**config.mk**
```make
export PLATFORM = sky130hd
export DESIGN_NAME = systolic_sequencer
export DESIGN_NICKNAME = d
export VERILOG_FILES = /design/src/rtl/systolic_pkg.sv /design/src/rtl/systolic_skew_line.sv /design/src/rtl/systolic_sequencer.sv
export SDC_FILE = /design/constraint.sdc
export NUM_CORES = 1
export LEC_CHECK = 0
export CORE_MARGIN = 4
export CORE_UTILIZATION = 55
export DETAILED_ROUTE_END_ITERATION = 10
export PLACE_DENSITY_LB_ADDON = 0.12
export SYNTH_ARGS = -nofsm -noshare
export SYNTH_HDL_FRONTEND = slang
export SYNTH_SLANG_ARGS = --single-unit
```
**constraint.sdc**
```tcl
create_clock -name clk -period 21.4 [get_ports clk]
set_clock_uncertainty 0.05 [all_clocks]
set_input_delay 4.28 -clock clk [delete_from_list [all_inputs] [get_ports clk]]
set_output_delay 4.28 -clock clk [all_outputs]
set_load 0.05 [all_outputs]
```
**src/rtl/systolic_pkg.sv**
```systemverilog
// Shared constants, FSM state type and enable-window helper for the systolic sequencer.
package systolic_pkg;

  localparam int unsigned DATA_WIDTH = 16;
  localparam int unsigned FRAC_WIDTH = 8;

  typedef enum logic [2:0] {
    StIdle,
    StClear,
    StFeed,
    StDrain,
    StDone
  } seq_state_e;

  // Cycles the PE array must stay enabled so the last operand pair reaches PE[N-1][N-1].
  function automatic int unsigned calc_enable_len(input int unsigned k_len,
                                                  input int unsigned n,
                                                  input int unsigned pe_lat);
    return k_len + 2 * (n - 1) * pe_lat + 1;
  endfunction

endpackage

```
**src/rtl/systolic_skew_line.sv**
```systemverilog
// Delay line of Depth+1 registers (capture register plus Depth skew stages) with sync clear.
module systolic_skew_line
  import systolic_pkg::*;
#(
  parameter int unsigned Depth = 0,
  parameter int unsigned Width = DATA_WIDTH
) (
  input  logic             clk_i,
  input  logic             clr_i,
  input  logic             en_i,
  input  logic [Width-1:0] d_i,
  output logic [Width-1:0] q_o
);

  logic [Width-1:0] stage_q [Depth+1];

  always_ff @(posedge clk_i) begin
    if (clr_i) begin
      for (int unsigned i = 0; i <= Depth; i++) begin
        stage_q[i] <= '0;
      end
    end else if (en_i) begin
      stage_q[0] <= d_i;
      for (int unsigned i = 1; i <= Depth; i++) begin
        stage_q[i] <= stage_q[i-1];
      end
    end
  end

  assign q_o = stage_q[Depth];

endmodule

```
**src/rtl/systolic_sequencer.sv**
```systemverilog
// Operand sequencer for an N x N output-stationary PE array: clear, feed with diagonal skew, drain.
// Optional busy-cycle counter output perf_cycles when SYSTOLIC_SEQ_PERF_CNT_EN is defined.
module systolic_sequencer #(
  parameter  int unsigned N          = 4,
  parameter  int unsigned DATA_WIDTH = systolic_pkg::DATA_WIDTH,
  parameter  int unsigned K_MAX      = 16,
  parameter  int unsigned PE_LAT     = 1,
  localparam int unsigned KW         = $clog2(K_MAX + 1)
) (
  input  logic                    clk,
  input  logic                    rst,
  input  logic                    start,
  input  logic [KW-1:0]           k_len,
  output logic                    busy,
  output logic                    done,
  output logic                    rd_en,
  output logic [KW-1:0]           rd_addr,
  input  logic [N*DATA_WIDTH-1:0] a_col_data,
  input  logic [N*DATA_WIDTH-1:0] b_row_data,
  output logic [N*DATA_WIDTH-1:0] a_stage,
  output logic [N*DATA_WIDTH-1:0] b_stage,
  output logic                    pe_enable,
  output logic                    pe_clear
`ifdef SYSTOLIC_SEQ_PERF_CNT_EN
  ,
  output logic [31:0]             perf_cycles
`endif
);

  import systolic_pkg::*;

  // The job counter runs from the first FEED cycle up to the last pe_enable cycle.
  localparam int unsigned CntMax = K_MAX + 2 * (N - 1) * PE_LAT + 2;
  localparam int unsigned CntW   = $clog2(CntMax + 1);

  seq_state_e      state_q, state_d;
  logic [KW-1:0]   k_q, k_d;
  logic [CntW-1:0] cnt_q, cnt_d;
  logic            vld_q;
  logic [CntW-1:0] k_ext;
  logic [CntW-1:0] en_len;
  logic            in_window;

  assign k_ext  = CntW'(k_q);
  assign en_len = CntW'(calc_enable_len(32'(k_q), N, PE_LAT));

  // Lane 0 first shows A[0][0] two cycles after the first read: one buffer cycle, one capture.
  assign in_window = (cnt_q >= CntW'(2)) && (cnt_q <= en_len + CntW'(1));

  always_comb begin
    state_d   = state_q;
    k_d       = k_q;
    cnt_d     = cnt_q;
    busy      = 1'b1;
    done      = 1'b0;
    rd_en     = 1'b0;
    rd_addr   = '0;
    pe_clear  = 1'b0;
    pe_enable = 1'b0;
    unique case (state_q)
      StIdle: begin
        busy = 1'b0;
        if (start) begin
          k_d     = (k_len > KW'(K_MAX)) ? KW'(K_MAX) : k_len;
          cnt_d   = '0;
          state_d = StClear;
        end
      end
      StClear: begin
        pe_clear = 1'b1;
        cnt_d    = '0;
        state_d  = (k_q == '0) ? StDone : StFeed;
      end
      StFeed: begin
        rd_en     = 1'b1;
        rd_addr   = cnt_q[KW-1:0];
        pe_enable = in_window;
        cnt_d     = cnt_q + CntW'(1);
        if (cnt_q == k_ext - CntW'(1)) begin
          state_d = StDrain;
        end
      end
      StDrain: begin
        pe_enable = in_window;
        cnt_d     = cnt_q + CntW'(1);
        if (cnt_q == en_len + CntW'(1)) begin
          state_d = StDone;
        end
      end
      StDone: begin
        done    = 1'b1;
        state_d = StIdle;
      end
      default: begin
        state_d = StIdle;
      end
    endcase
  end

  always_ff @(posedge clk) begin
    if (rst) begin
      state_q <= StIdle;
      k_q     <= '0;
      cnt_q   <= '0;
      vld_q   <= 1'b0;
    end else begin
      state_q <= state_d;
      k_q     <= k_d;
      cnt_q   <= cnt_d;
      vld_q   <= rd_en;
    end
  end

  // Buffer data is only meaningful the cycle after a read; otherwise feed zeros into the skew.
  for (genvar g = 0; g < N; g++) begin : g_lane
    logic [DATA_WIDTH-1:0] a_in;
    logic [DATA_WIDTH-1:0] b_in;

    assign a_in = vld_q ? a_col_data[g*DATA_WIDTH +: DATA_WIDTH] : '0;
    assign b_in = vld_q ? b_row_data[g*DATA_WIDTH +: DATA_WIDTH] : '0;

    systolic_skew_line #(
      .Depth(g),
      .Width(DATA_WIDTH)
    ) u_a_line (
      .clk_i(clk),
      .clr_i(rst),
      .en_i (busy),
      .d_i  (a_in),
      .q_o  (a_stage[g*DATA_WIDTH +: DATA_WIDTH])
    );

    systolic_skew_line #(
      .Depth(g),
      .Width(DATA_WIDTH)
    ) u_b_line (
      .clk_i(clk),
      .clr_i(rst),
      .en_i (busy),
      .d_i  (b_in),
      .q_o  (b_stage[g*DATA_WIDTH +: DATA_WIDTH])
    );
  end

`ifdef SYSTOLIC_SEQ_PERF_CNT_EN
  logic [31:0] perf_q, perf_d;

  always_comb begin
    perf_d = perf_q;
    if (state_q == StIdle && start) begin
      perf_d = '0;
    end else if (busy) begin
      perf_d = perf_q + 32'd1;
    end
  end

  always_ff @(posedge clk) begin
    if (rst) begin
      perf_q <= '0;
    end else begin
      perf_q <= perf_d;
    end
  end

  assign perf_cycles = perf_q;
`endif

endmodule

```
### PDN straps and rails

Pins as bars on the die edge. Tap cells in grey.
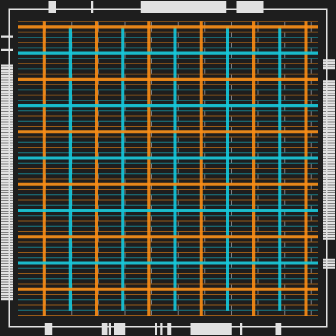
[orange] VSS
[cyan] VDD
met5 straps: 11
met4 straps: 11
rows: 56
signal pins: 274
met1 rails: 57
peak ir drop on the vdd network: 62.3 uV
CORE AREA: 23700 um^2
Die Wd: 164 um
die height: 164 um

### Placed cells, one colour a class

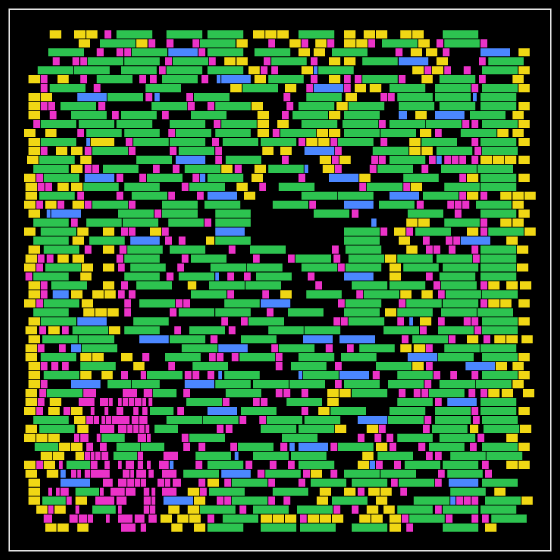
[magenta] combinational and other logic | cells: 420
[green] sequential cells | cells: 334
[blue] clock drivers and dummy loads | cells: 61
[yellow] remaining buffers and delay cells | cells: 278
Final Instance Area: 16800 um^2
fraction of the core area covered by cells at the end of the flow: 70.9%

### Clock network drawn from the DEF

Bar = 50 um.
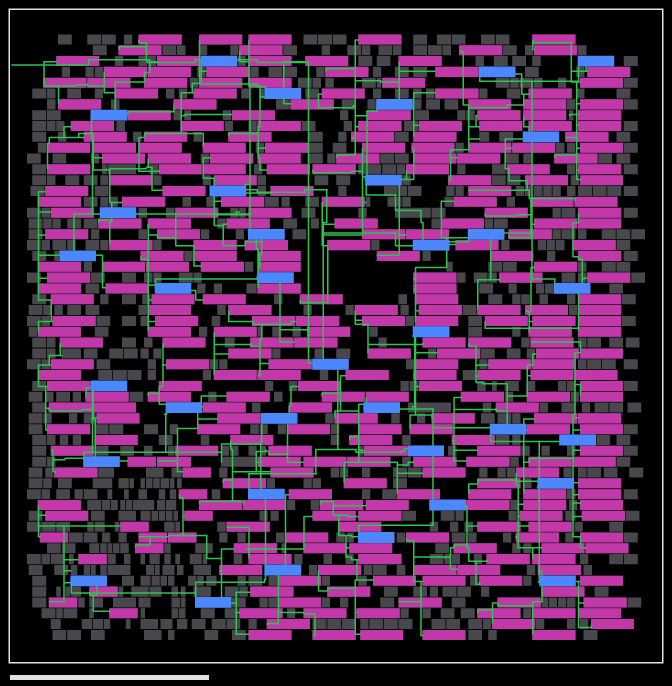
[blue] clock drivers | count: 35
[magenta] flip-flops | count: 334
[green] clock wires | length: 3570 um
flops lie: spread over the die
routed clock nets: 36
clock latency on the worst-skew pair: 500 ps
Clock Power Share: 29.6%

### Wiring by layer

Bar = 50 um.
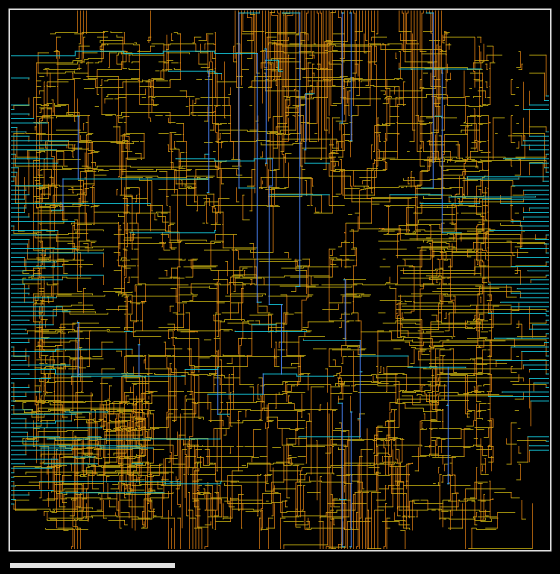
[orange] metal 2 | wire length: 10600 um
[blue] metal 4 | wire length: 782 um
[cyan] metal 3 | wire length: 2160 um
[yellow] metal 1 | wire length: 9190 um
total routing resource utilization after global routing: 16.6%
WL/cell: 16.1 um
Detailed Route WL: 22.8 mm
via total after detailed routing: 6933

==> out/qor.txt <==
Fp util: 56.4%
Critical hold path startpoint: g_lane[3].u_a_line.stage_q[0][6]
Critical path fanouts, max: 89
Clock group total power: 0.558 mW
Routed length on met3: 2.16 mm
Number of storage elements in the synthesis netlist: 334
Area figure in the yosys stat output: 13300 um^2
Number of max-slew violations in the final report: 0
Count of clock tree sinks: 334
Most common cell in the synthesized netlist: sky130_fd_sc_hd__edfxtp_1
Clock buffer count from CTS: 35
Root buf cell: sky130_fd_sc_hd__clkbuf_16
Register cell area after layout: 9890 um^2
Element type at the critical path end: flop
Met1 Use GR: 20.7%
Result of the run: finished clean
Most area-hungry cell class in the final design: registers
Largest registers: g_lane.u_a_line.stage_q x160, g_lane.u_b_line.stage_q x160
Filler cell count in the final layout: 1661
FFs w/ async S/R, synth: 0%
Buffers from clock root to sink, at most: 3
Slowest stage cell, crit path: sky130_fd_sc_hd__nand2b_4
# IOs: 274
Logic inverters: 5
Top layer in use: met4
LEAKAGE: 6.73 nW
Maximum clock frequency: 124 MHz
Overflow left after global routing: 0
Place WS: 12790 ps
Count of buffers inserted at the top-level ports: 273
Largest stage delay, worst path: 980 ps
Terminus of the critical flop-to-flop path: g_lane[3].u_a_line.stage_q[2][7]
Buffering overhead: 16.6%
Startpoint of the worst setup timing path: rst
Number of cell instances after yosys synthesis: 889
Floorplan Nets: 1033
# H-tree levels: 2
Met2 layer usage reported by global route: 27.1%
Sequential cell count: 334
Bufs w/o clock: 278
No activity file was given, so power comes from the tool's default toggle rates.
